===== src/rtl/vga_pkg.sv =====
// Shared constants and types for the VGA frame-buffer scan-out path.
package vga_pkg;

  // 640x480@60 timing, counted in pixel ticks and lines
  localparam int H_VIS        = 640;
  localparam int H_FP         = 16;
  localparam int H_SYNC       = 96;
  localparam int H_BP         = 48;
  localparam int H_TOTAL      = H_VIS + H_FP + H_SYNC + H_BP;
  localparam int H_SYNC_START = H_VIS + H_FP;
  localparam int H_SYNC_END   = H_SYNC_START + H_SYNC;

  localparam int V_VIS        = 480;
  localparam int V_FP         = 10;
  localparam int V_SYNC       = 2;
  localparam int V_BP         = 33;
  localparam int V_TOTAL      = V_VIS + V_FP + V_SYNC + V_BP;
  localparam int V_SYNC_START = V_VIS + V_FP;
  localparam int V_SYNC_END   = V_SYNC_START + V_SYNC;

  // Top-left corner of the 256x256 frame-buffer window on screen
  localparam int WIN_X0   = 192;
  localparam int WIN_Y0   = 112;

  localparam int CNT_W    = 10;

  typedef logic [2:0]       color_t;
  typedef logic [15:0]      fb_addr_t;
  typedef logic [CNT_W-1:0] cnt_t;

  // True when pos lies in [origin, origin+256); a negative offset wraps to a
  // large unsigned value and therefore falls outside.
  function automatic logic in_win(cnt_t pos, cnt_t origin);
    cnt_t d;
    d = pos - origin;
    return (d[CNT_W-1:8] == '0);
  endfunction

endpackage


===== src/rtl/vga_timing_gen.sv =====
// Pixel-tick divider plus horizontal/vertical counters and raw sync/visible flags.
module vga_timing_gen
  import vga_pkg::*;
#(
  parameter int H_VIS  = vga_pkg::H_VIS,
  parameter int H_FP   = vga_pkg::H_FP,
  parameter int H_SYNC = vga_pkg::H_SYNC,
  parameter int H_BP   = vga_pkg::H_BP,
  parameter int V_VIS  = vga_pkg::V_VIS,
  parameter int V_FP   = vga_pkg::V_FP,
  parameter int V_SYNC = vga_pkg::V_SYNC,
  parameter int V_BP   = vga_pkg::V_BP
) (
  input  logic i_clk,
  input  logic i_rst_n,
  output logic o_tick,
  output cnt_t o_hcnt,
  output cnt_t o_vcnt,
  output logic o_vis,
  output logic o_hs_n,
  output logic o_vs_n
);

  localparam cnt_t H_LAST  = cnt_t'(H_VIS + H_FP + H_SYNC + H_BP - 1);
  localparam cnt_t V_LAST  = cnt_t'(V_VIS + V_FP + V_SYNC + V_BP - 1);
  localparam cnt_t HS_BEG  = cnt_t'(H_VIS + H_FP);
  localparam cnt_t HS_END  = cnt_t'(H_VIS + H_FP + H_SYNC);
  localparam cnt_t VS_BEG  = cnt_t'(V_VIS + V_FP);
  localparam cnt_t VS_END  = cnt_t'(V_VIS + V_FP + V_SYNC);

  logic r_phase;
  cnt_t r_hcnt;
  cnt_t r_vcnt;

  // Divide-by-2 toggle: the tick is the Clock on which the phase flop is set
  always_ff @(posedge i_clk or negedge i_rst_n) begin
    if (!i_rst_n) r_phase <= 1'b0;
    else          r_phase <= ~r_phase;
  end

  // Raster position, advanced once per pixel tick
  always_ff @(posedge i_clk or negedge i_rst_n) begin
    if (!i_rst_n) begin
      r_hcnt <= '0;
      r_vcnt <= '0;
    end else if (r_phase) begin
      if (r_hcnt == H_LAST) begin
        r_hcnt <= '0;
        if (r_vcnt == V_LAST) r_vcnt <= '0;
        else                  r_vcnt <= r_vcnt + cnt_t'(1);
      end else begin
        r_hcnt <= r_hcnt + cnt_t'(1);
      end
    end
  end

  assign o_tick = r_phase;
  assign o_hcnt = r_hcnt;
  assign o_vcnt = r_vcnt;
  assign o_vis  = (r_hcnt < cnt_t'(H_VIS)) && (r_vcnt < cnt_t'(V_VIS));
  assign o_hs_n = !((r_hcnt >= HS_BEG) && (r_hcnt < HS_END));
  assign o_vs_n = !((r_vcnt >= VS_BEG) && (r_vcnt < VS_END));

endmodule


===== src/rtl/vga_fb_reader.sv =====
// Frame-buffer scan-out: issues RAM read addresses for the centred 256x256
// window and presents the returned colour with aligned sync and blank.
module vga_fb_reader
  import vga_pkg::*;
#(
  parameter int     H_VIS        = vga_pkg::H_VIS,
  parameter int     H_FP         = vga_pkg::H_FP,
  parameter int     H_SYNC       = vga_pkg::H_SYNC,
  parameter int     H_BP         = vga_pkg::H_BP,
  parameter int     V_VIS        = vga_pkg::V_VIS,
  parameter int     V_FP         = vga_pkg::V_FP,
  parameter int     V_SYNC       = vga_pkg::V_SYNC,
  parameter int     V_BP         = vga_pkg::V_BP,
  parameter int     WIN_X0       = vga_pkg::WIN_X0,
  parameter int     WIN_Y0       = vga_pkg::WIN_Y0,
  parameter color_t BORDER_COLOR = 3'd0
) (
  input  logic     Clock,
  input  logic     Reset2,
  input  color_t   iColor,
  output fb_addr_t oColorAddress,
  output logic     oHs,
  output logic     oVs,
  output color_t   oRGB,
  output logic     oBlank,
  output logic     oFrameStart
);

  logic w_tick;
  cnt_t w_hcnt;
  cnt_t w_vcnt;
  logic w_vis;
  logic w_hs_n;
  logic w_vs_n;
  logic w_inwin;
  logic [7:0] w_col;
  logic [7:0] w_row;

  vga_timing_gen #(
    .H_VIS (H_VIS),  .H_FP (H_FP),  .H_SYNC (H_SYNC),  .H_BP (H_BP),
    .V_VIS (V_VIS),  .V_FP (V_FP),  .V_SYNC (V_SYNC),  .V_BP (V_BP)
  ) u_timing (
    .i_clk   (Clock),
    .i_rst_n (Reset2),
    .o_tick  (w_tick),
    .o_hcnt  (w_hcnt),
    .o_vcnt  (w_vcnt),
    .o_vis   (w_vis),
    .o_hs_n  (w_hs_n),
    .o_vs_n  (w_vs_n)
  );

  // Visible pixels outside the window get the border; blanking is black
  function automatic color_t pick_color(logic inwin, logic vis, color_t ram, color_t border);
    if (inwin)    return ram;
    else if (vis) return border;
    else          return 3'd0;
  endfunction

  // The low 8 bits of the offset equal the difference of the low 8 bits
  assign w_inwin = in_win(w_hcnt, cnt_t'(WIN_X0)) && in_win(w_vcnt, cnt_t'(WIN_Y0));
  assign w_col   = w_hcnt[7:0] - 8'(WIN_X0);
  assign w_row   = w_vcnt[7:0] - 8'(WIN_Y0);

  fb_addr_t r_addr_p0;
  logic     r_inwin_p0;
  logic     r_vis_p0;
  logic     r_hs_p0;
  logic     r_vs_p0;
  logic     r_fs_p0;

  // ---- stage p0: RAM address and per-position flags ----
  // Address is held outside the window so the RAM port stays quiet
  always_ff @(posedge Clock or negedge Reset2) begin
    if (!Reset2) begin
      r_addr_p0  <= '0;
      r_inwin_p0 <= 1'b0;
      r_vis_p0   <= 1'b0;
      r_hs_p0    <= 1'b1;
      r_vs_p0    <= 1'b1;
      r_fs_p0    <= 1'b0;
    end else if (w_tick) begin
      if (w_inwin) r_addr_p0 <= {w_row, w_col};
      r_inwin_p0 <= w_inwin;
      r_vis_p0   <= w_vis;
      r_hs_p0    <= w_hs_n;
      r_vs_p0    <= w_vs_n;
      r_fs_p0    <= (w_hcnt == '0) && (w_vcnt == '0);
    end
  end

  color_t r_rgb_p1;
  logic   r_blank_p1;
  logic   r_hs_p1;
  logic   r_vs_p1;
  logic   r_fs_p1;

  // ---- stage p1: iColor has had two Clocks since the address; outputs ----
  // Frame-start is cleared on the non-tick Clock so it lasts one Clock only
  always_ff @(posedge Clock or negedge Reset2) begin
    if (!Reset2) begin
      r_rgb_p1   <= '0;
      r_blank_p1 <= 1'b1;
      r_hs_p1    <= 1'b1;
      r_vs_p1    <= 1'b1;
      r_fs_p1    <= 1'b0;
    end else begin
      r_fs_p1 <= w_tick & r_fs_p0;
      if (w_tick) begin
        r_rgb_p1   <= pick_color(r_inwin_p0, r_vis_p0, iColor, BORDER_COLOR);
        r_blank_p1 <= !r_vis_p0;
        r_hs_p1    <= r_hs_p0;
        r_vs_p1    <= r_vs_p0;
      end
    end
  end

  assign oColorAddress = r_addr_p0;
  assign oRGB          = r_rgb_p1;
  assign oBlank        = r_blank_p1;
  assign oHs           = r_hs_p1;
  assign oVs           = r_vs_p1;
  assign oFrameStart   = r_fs_p1;

endmodule


===== config.mk =====
export PLATFORM = sky130hd
export DESIGN_NAME = vga_fb_reader
export DESIGN_NICKNAME = d
export VERILOG_FILES = /design/src/rtl/vga_pkg.sv /design/src/rtl/vga_timing_gen.sv /design/src/rtl/vga_fb_reader.sv
export SDC_FILE = /design/constraint.sdc
export NUM_CORES = 1
export LEC_CHECK = 0
export CAP_MARGIN = 20
export CORE_UTILIZATION = 50
export CTS_CLUSTER_SIZE = 20
export DETAILED_ROUTE_END_ITERATION = 10
export GPL_TIMING_DRIVEN = 0
export HOLD_SLACK_MARGIN = 0.15
export MAX_ROUTING_LAYER = met4
export PLACE_DENSITY = 0.82
export SLEW_MARGIN = 20
export SYNTH_ARGS = -nofsm -noshare
export SYNTH_HDL_FRONTEND = slang
export SYNTH_SLANG_ARGS = --single-unit

===== constraint.sdc =====
create_clock -name Clock -period 2.1 [get_ports Clock]
set_clock_uncertainty 0.05 [all_clocks]
set_input_delay 0.21 -clock Clock [delete_from_list [all_inputs] [get_ports Clock]]
set_output_delay 0.21 -clock Clock [all_outputs]
set_load 0.01 [all_outputs]

==> flow_summary_export.csv, run 1 <==
group,metric,value,unit
power,ir_drop,442.6,uV
layout,buf_share,0.1276,
status,outcome,"finished, final reports clean",
timing,finalSetupViolCount,0,
layout,register_area,1237,um^2
timing,final-hold-violation-count,0,
place,io_buffers,27,
layout,largest_cell_class,"registers",
timing,period_used_share,0.9501,
worst_setup_path,path_depth,7,
global_route,gr-total-overflow,0,
worst_setup_path,worstPathRequired,2.24,ns
layout,flops,49,
synthesis,ys_async_sr_fraction,1.000,
worst_setup_path,path_max_fanout,7,
routing,num_vias,1758,
layout,final_layout_top_logic_cell,"dfrtp_1",
layout,final_core_util,0.6572,
timing,worst_slew_pin_slew,0.4740,ns
die,nWellTaps,52,
synthesis,ys_seq_frac,0.5106,
synthesis,synthAdderAreaFrac,0.05184,
synthesis,ys_sh_mux,0.09279,
power,power,1.658,mW
worst_setup_path,worst-setup-path-type,"reg2reg",
die,core,4504,um^2
layout,n_antenna_cell,0,
routing,antenna_left,0,
worst_setup_path,r2r_cells,7,
cts,htree_levels,2,
worst_setup_path,crit_arrival,2.14,ns
power,p_leak,1.272,nW
cts,cts_tree,"built",
run,maxCapViolations,0,
synthesis,syn-num-nets,239,
layout,nNonClkInverters,15,
synthesis,synth_area,2414,um^2
synthesis,ys.flop_type,"dfrtp_1",
routing,routed_wirelength,4623,um
synthesis,topCellsByArea,"dfrtp_1 (46%), dfstp_2 (5.4%), ha_1 (5.2%)",
place,dp_cells,304,
worst_hold_path,hold_class,"in2async",
synthesis,synth_cells,224,
layout,seq-cell-share,0.4180,
worst_setup_path,cp_slowest_stage_delay,0.44,ns
global_route,grt_use_total,0.2095,
layout,comb-cell-share,0.3740,
routing,drc,0,
layout,multi_input_comb_cells,149,
worst_setup_path,path_delay_family,"flip-flops",
global_route,grt_max_degree,34,
cts,clk_pin_slew,0.08,ns
worst_setup_path,cp-start-kind,"flop",
layout,fillers,339,
layout,clkCellAreaFrac,0.03931,
routing,first_iter_violations,106,
layout,n_all_buffers,43,
layout,area_growth,22.65,%
worst_setup_path,cp_cell_sequence,"ha_2, nand2_1, nor2_1, o21ai_1, a211oi_4, buf_4, mux2_2",
die,io_pins,28,
layout,instances_no_fill,316,
synthesis,ys.warnings.count,0,
synthesis,yosysTopAreaCellShare,0.4562,
worst_setup_path,critical_path_buf_inv_count,1,
cts,clock.latency.late_pin,0.30,ns
run,warning_count,32,
synthesis,post-synth-top-count-cell,"dfrtp_1",
synthesis,synthDistinctLibCells,45,
global_route,antenna_found_initial,0,
place,gp_congestion,0.8713,
timing,slew_headroom,0.6840,
synthesis,ys_sh_xor,0.03992,
power,power_density,560.1,nW/um^2
timing,clock.fmax,501.2,MHz
cts,cts-root-buf,"clkbuf_8",
die,fp_util,0.5358,
cts,clockBufferDepth,2,
synthesis,netlist_logic_family_top,"simple AND/OR/NAND/NOR gates",
synthesis,ys_sh_simple,0.1576,
layout,logic_area,1107,um^2
place,dp_hpwl,3201,um
die,dieWidth,71.48,um
timing,final-max-slew-violation-count,0,
synthesis,synth_stat.cells,224,
timing,setup_slack,0.1048,ns
place,pre_cts_ws,-0.1996,ns
cts,clock_sinks,49,
global_route,grt_pass1_wl,7928,um
die,die_h,71.48,um
synthesis,common_cells,"dfrtp_1 (44), nor2_1 (19), o21ai_0 (17)",
layout,fin_nets,278,
timing,setup_tns,0,ns
==> run 1: flip-flops by register name, indices dropped and copies added, names as in the netlist <==
register and count:
r_inwin_p0 1, oFrameStart 1, r_vs_p0 1, u_timing.o_hcnt 10, r_hs_p0 1, oHs 1
u_timing.o_vcnt 10, oVs 1, r_fs_p0 1, oBlank 1, oColorAddress 16, oRGB 3
r_vis_p0 1, u_timing.o_tick 1
==> run 1: final timing paths <==
path,endpoint,startpoint,slack [ns]
setup / recovery,oColorAddress[0],u_timing.o_vcnt[5],0.10
hold / removal,oColorAddress[12],Reset2,0.31
setup reg to reg,oColorAddress[0],u_timing.o_vcnt[5],0.10
hold reg to reg,oColorAddress[8],oColorAddress[8],0.44
max in group asynchronous,oHs,Reset2,1.12
min in group Clock,oColorAddress[8],oColorAddress[8],0.44
==> run 1: through the flow <==
step	cell area (um^2)	hold slack (ns)
floorplan	2414	-0.1356
global placement	2749	0.4170
detailed placement	2764	0.1133
CTS	2899	0.3228
global route	2960	0.3494
finish	2960	0.3147
==> run 1: per-layer routing <==
metal  up-vias  share of wire  wire length (um)  global-route usage
met5         -              0                 0                   -
met4         0          0.019                89             0.07843
met3         7          0.036               165             0.04219
met2        38           0.50              2298              0.3270
met1       856           0.45              2069              0.2735
li1        857              -                 -                   -
==> run 1: power breakdown <==
part / internal [mW] / switching (mW)
registers: 0.943 / 0
clock network: 0.388 / 0.298
logic: 0.0104 / 0.0186
total: 1.34 / 0.317
==> run 1: what timing repair did <==
action / in CTS / in global routing
hold buffers: 1 / 0
hold endpoints to repair: 44 / 0
gates cloned: 0 / 0
gates resized: 1 / 11
buffers inserted: 1 / 4
endpoints found under the setup margin: 17 / 20
pin swaps: 1 / 2
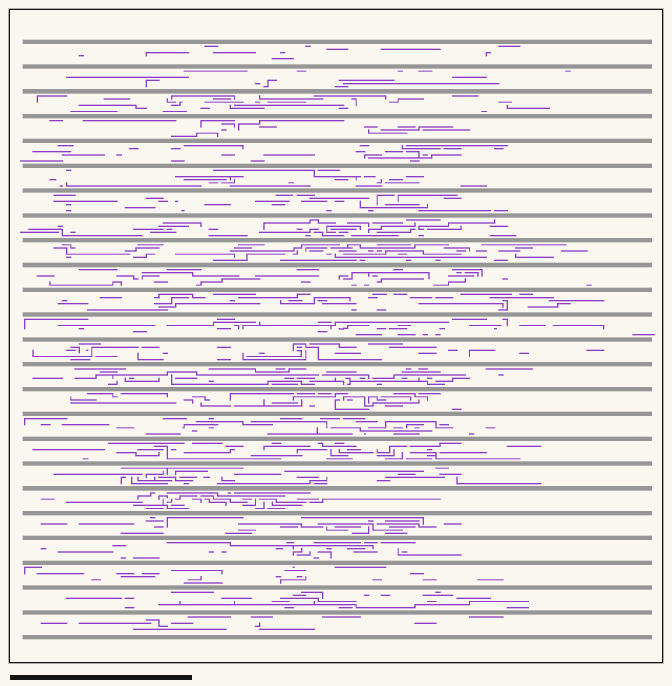
Run 1: metal 1
The bar under the picture is 20 um long. Supply wires on this layer in grey.
nets with wire on the layer = 252
share of all routed wire = 45%
main direction = horizontal
longest straight run = 21.6 um

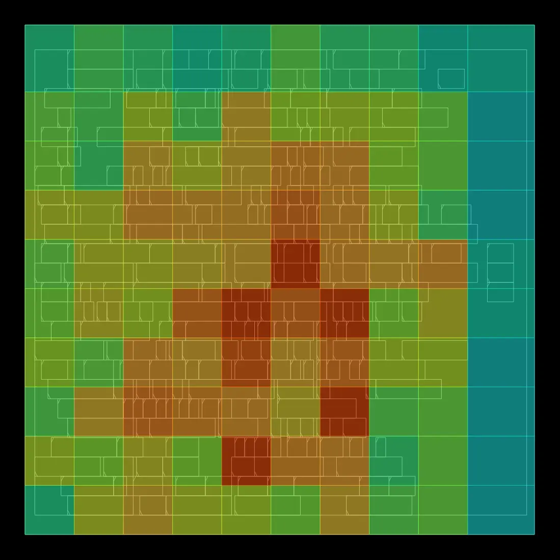
Run 1: routing congestion map
drt wl/cell: 14.63 um
GRT Max-Usage Layer: met2
GR Layer Usage met2: 0.3270
met1 Use GR: 0.2735
GR met3 Demand/Resource: 0.04219

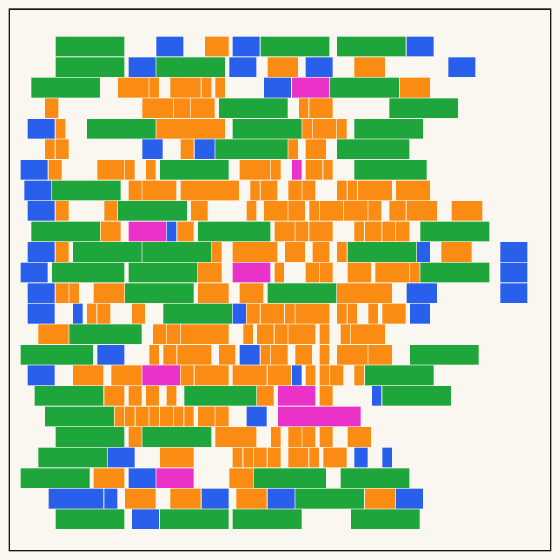
Run 1: cells coloured by class
other buffers and delay cells -> blue  # cells 43
clock drivers and dummy loads -> magenta  # cells 8
flip-flops -> green  # cells 49
all other logic -> orange  # cells 164

Run 1, the metal 2 layer:
Cells faint in the background.
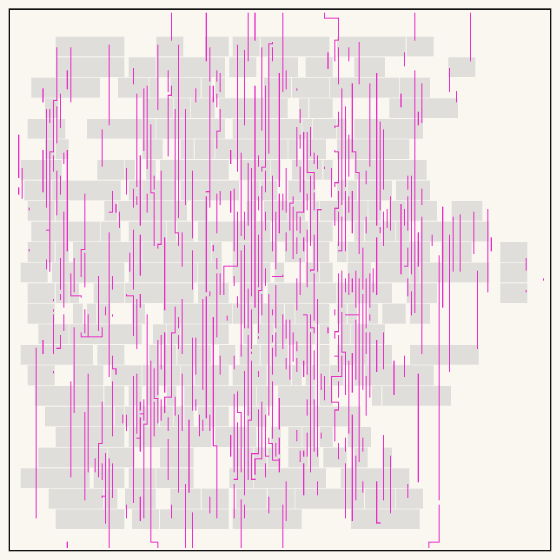

## Run 2: what changed since run 1
--- a/config.mk
+++ b/config.mk
@@ -6,13 +6,13 @@
 export NUM_CORES = 1
 export LEC_CHECK = 0
 export CAP_MARGIN = 20
-export CORE_UTILIZATION = 50
+export CORE_UTILIZATION = 40
 export CTS_CLUSTER_SIZE = 20
 export DETAILED_ROUTE_END_ITERATION = 10
 export GPL_TIMING_DRIVEN = 0
 export HOLD_SLACK_MARGIN = 0.15
 export MAX_ROUTING_LAYER = met4
-export PLACE_DENSITY = 0.82
+export PLACE_DENSITY = 0.7
 export SLEW_MARGIN = 20
 export SYNTH_ARGS = -nofsm -noshare
 export SYNTH_HDL_FRONTEND = slang
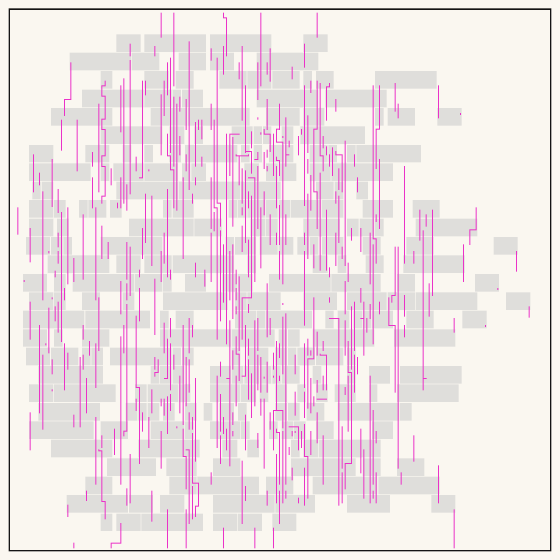
Run 2: the metal 2 layer
Cells faint in the background.
longest straight run = 32.6 um
wire length on this layer = 2270 um
nets with wire on the layer = 235
share of all routed wire = 46%

==> run 2 against run 1 <==
Final area increased by 2.1%. Global-route usage decreased by 4.4 points. Via count increased by 1.3%. Maximum frequency decreased by 0.63%. Utilization decreased by 12 points. Sequential share of layout area decreased by 0.85 points. Non-clock buffer count increased by 6. Power decreased by 7.0%. Routed wire length increased by 6.1%. Largest power group unchanged. Clock-buffer cell count decreased by 1.
==> flow_summary_export.csv, run 2 <==
group,metric,value,unit
run,warning_count,32,
worst_setup_path,critical_path_buf_inv_count,3,
global_route,grt_pass1_wl,7797,um
layout,instances_no_fill,342,
worst_setup_path,cp-start-kind,"flop",
place,dp_cells,324,
worst_setup_path,r2r_cells,8,
worst_hold_path,hold_class,"in2async",
worst_setup_path,path_delay_family,"buffers and inverters",
worst_setup_path,worst-setup-path-type,"reg2reg",
synthesis,post-synth-top-count-cell,"dfrtp_1",
cts,clockBufferDepth,2,
routing,met3WireLength,193,um
routing,dr_wl_met2,2274,um
cts,clk_pin_slew,0.10,ns
worst_setup_path,path_max_fanout,8,
status,outcome,"finished, final reports clean",
layout,logic_area,1134,um^2
cts,cts_resized,2,
synthesis,ys.warnings.count,0,
routing,wl_per_cell,14.35,um
power,seqPwrFrac,0.612,
global_route,grt_use_total,0.1657,
global_route,antenna_found_initial,0,
timing,clock.fmax,498.1,MHz
layout,n_antenna_cell,0,
routing,wl_met1,2360,um
synthesis,synth_area,2414,um^2
power,clk-power,569,uW
power,power_frac_comb,0.019,
routing,drc,0,
cts,postCtsSetupRepairBufs,2,
power,intPower,1.189,mW
power,seq_power,943,uW
synthesis,common_cells,"dfrtp_1 (44), nor2_1 (19), o21ai_0 (17)",
layout,largest_reg_flops,16,
synthesis,synth_stat.cells,224,
worst_setup_path,cp_cell_sequence,"buf_2, nand3_4, nor3b_4, o21ai_1, a211oi_4, buf_4, buf_6, mux2_1",
global_route,grt.busiest_layer,"met2",
worst_setup_path,path_depth,8,
layout,area_growth,25.19,%
worst_setup_path,r2r_start,"u_timing.o_vcnt[6]",
cts,clock_sinks,49,
routing,num_vias,1780,
layout,fillers,524,
global_route,grt_max_degree,33,
global_route,grtUsageMet1,0.2307,
routing,antenna_left,0,
layout,final_core_util,0.5324,
synthesis,ys_async_sr_fraction,1.000,
routing,routed_wirelength,4907,um
cts,clock.latency.late_pin,0.31,ns
synthesis,avgSynthCellArea,10.77,um^2
timing,final-hold-violation-count,0,
power,switching_share,0.2288,
cts,cts_hold_buf,1,
timing,final-max-slew-violation-count,0,
cts,cts_tree,"built",
layout,register_area,1237,um^2
cts,htree_levels,2,
worst_setup_path,worstPathRequired,2.25,ns
synthesis,edf_count,0,
die,die_h,79.68,um
synthesis,ys_seq_frac,0.5106,
synthesis,yosysTopAreaCellShare,0.4562,
worst_setup_path,crit_arrival,2.16,ns
power,power_density,510.2,nW/um^2
place,dp_hpwl,3309,um
synthesis,syn-num-nets,239,
timing,period_used_share,0.9561,
synthesis,synth_cells,224,
power,power.group.top,"registers",
routing,first_iter_violations,79,
power,ir_drop,404.7,uV
power,p_comb,29.3,uW
synthesis,topCellsByArea,"dfrtp_1 (46%), dfstp_2 (5.4%), ha_1 (5.2%)",
die,io_pins,28,
worst_setup_path,cp_slowest_stage_delay,0.36,ns
worst_setup_path,rrSetupSlack,0.09,ns
timing,slew_headroom,0.6777,
synthesis,ys.flop_type,"dfrtp_1",
layout,final_layout_top_logic_cell,"dfrtp_1",
cts,cts-root-buf,"clkbuf_8",
place,io_buffers,27,
synthesis,ys_ff,49,
power,p_leak,1.284,nW
die,core,5675,um^2
timing,finalSetupViolCount,0,
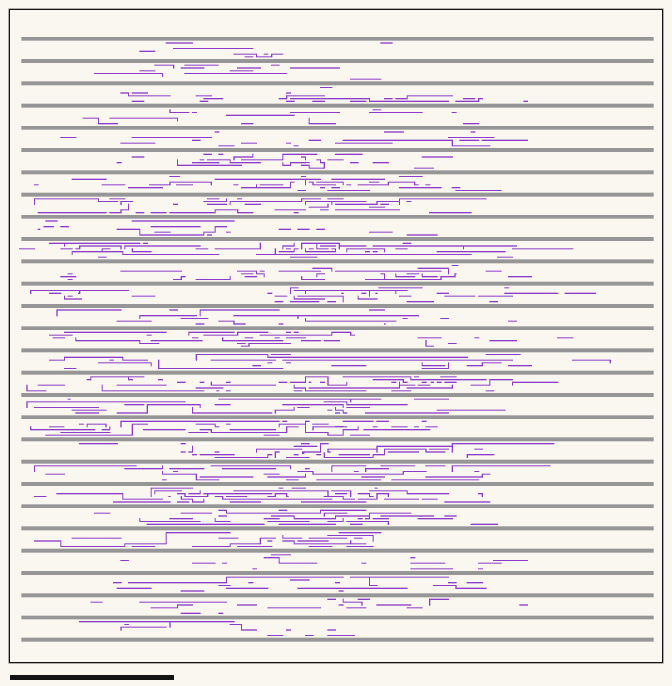
Run 2: metal 1
The bar under the picture is 20 um long. Supply wires on this layer in grey.
nets with wire on the layer = 246
wire length on this layer = 2360 um
longest straight run = 28.1 um

==> run 2: cell counts after synthesis <==
No cell type changed its count.
==> run 2: cells by family (layout without fill, tap and decap cells) <==
family	after synthesis	after routing	synth area share
AND-OR/OR-AND	39	39	0.1026
XOR/XNOR	11	11	0.03992
adder cells (fa/ha/maj)	10	10	0.05184
buffers and inverters	26	72	0.04458
flip-flops	49	49	0.5106
multiplexers	20	20	0.09280
AND/OR/NAND/NOR	69	69	0.1576
==> run 2: area by class of cell <==
| class | instances | area share |
|---|---|---|
| Timing Repair Buffer | 39 | 0.1217 |
| Sequential cell | 49 | 0.4095 |
| Buffer | 10 | 0.01615 |
| Clock inverter | 2 | 0.004969 |
| Tap cell | 72 | 0.02981 |
| Inverter | 15 | 0.01863 |
| Clock buffer | 6 | 0.02402 |
| Multi-Input combinational cell | 149 | 0.3752 |
==> run 2: worst max-delay path by stage <==
stage / start / end / slack [ns]
after floorplan: u_timing.o_vcnt[5] / oColorAddress[11] / 0.10
after global placement: Reset2 / u_timing.o_hcnt[4] / -0.62
after detailed placement: u_timing.o_vcnt[5] / oColorAddress[12] / -0.20
after CTS: u_timing.o_vcnt[5] / oColorAddress[4] / 0.02
after global routing: u_timing.o_vcnt[4] / u_timing.o_vcnt[5] / -0.01
final: u_timing.o_vcnt[6] / oColorAddress[10] / 0.09
==> run 2: per-stage QoR <==
step           setup WS [ns]  hold WS [ns]  setup TNS (ns)  total power, mW  cell area (um^2)
2_1_floorplan         0.1029       -0.1356               0           0.9618              2414
3_3_place_gp         -0.6219        0.4152          -29.32           0.9876              2774
3_5_place_dp         -0.1998        0.1211          -1.830           0.9914              2789
4_1_cts              0.02161        0.3190               0            1.552              2909
5_1_grt            -0.009689        0.3517        -0.01173            1.588              3022
6_report             0.09220        0.3058               0            1.542              3022
Power and IR drop assume default switching activity.
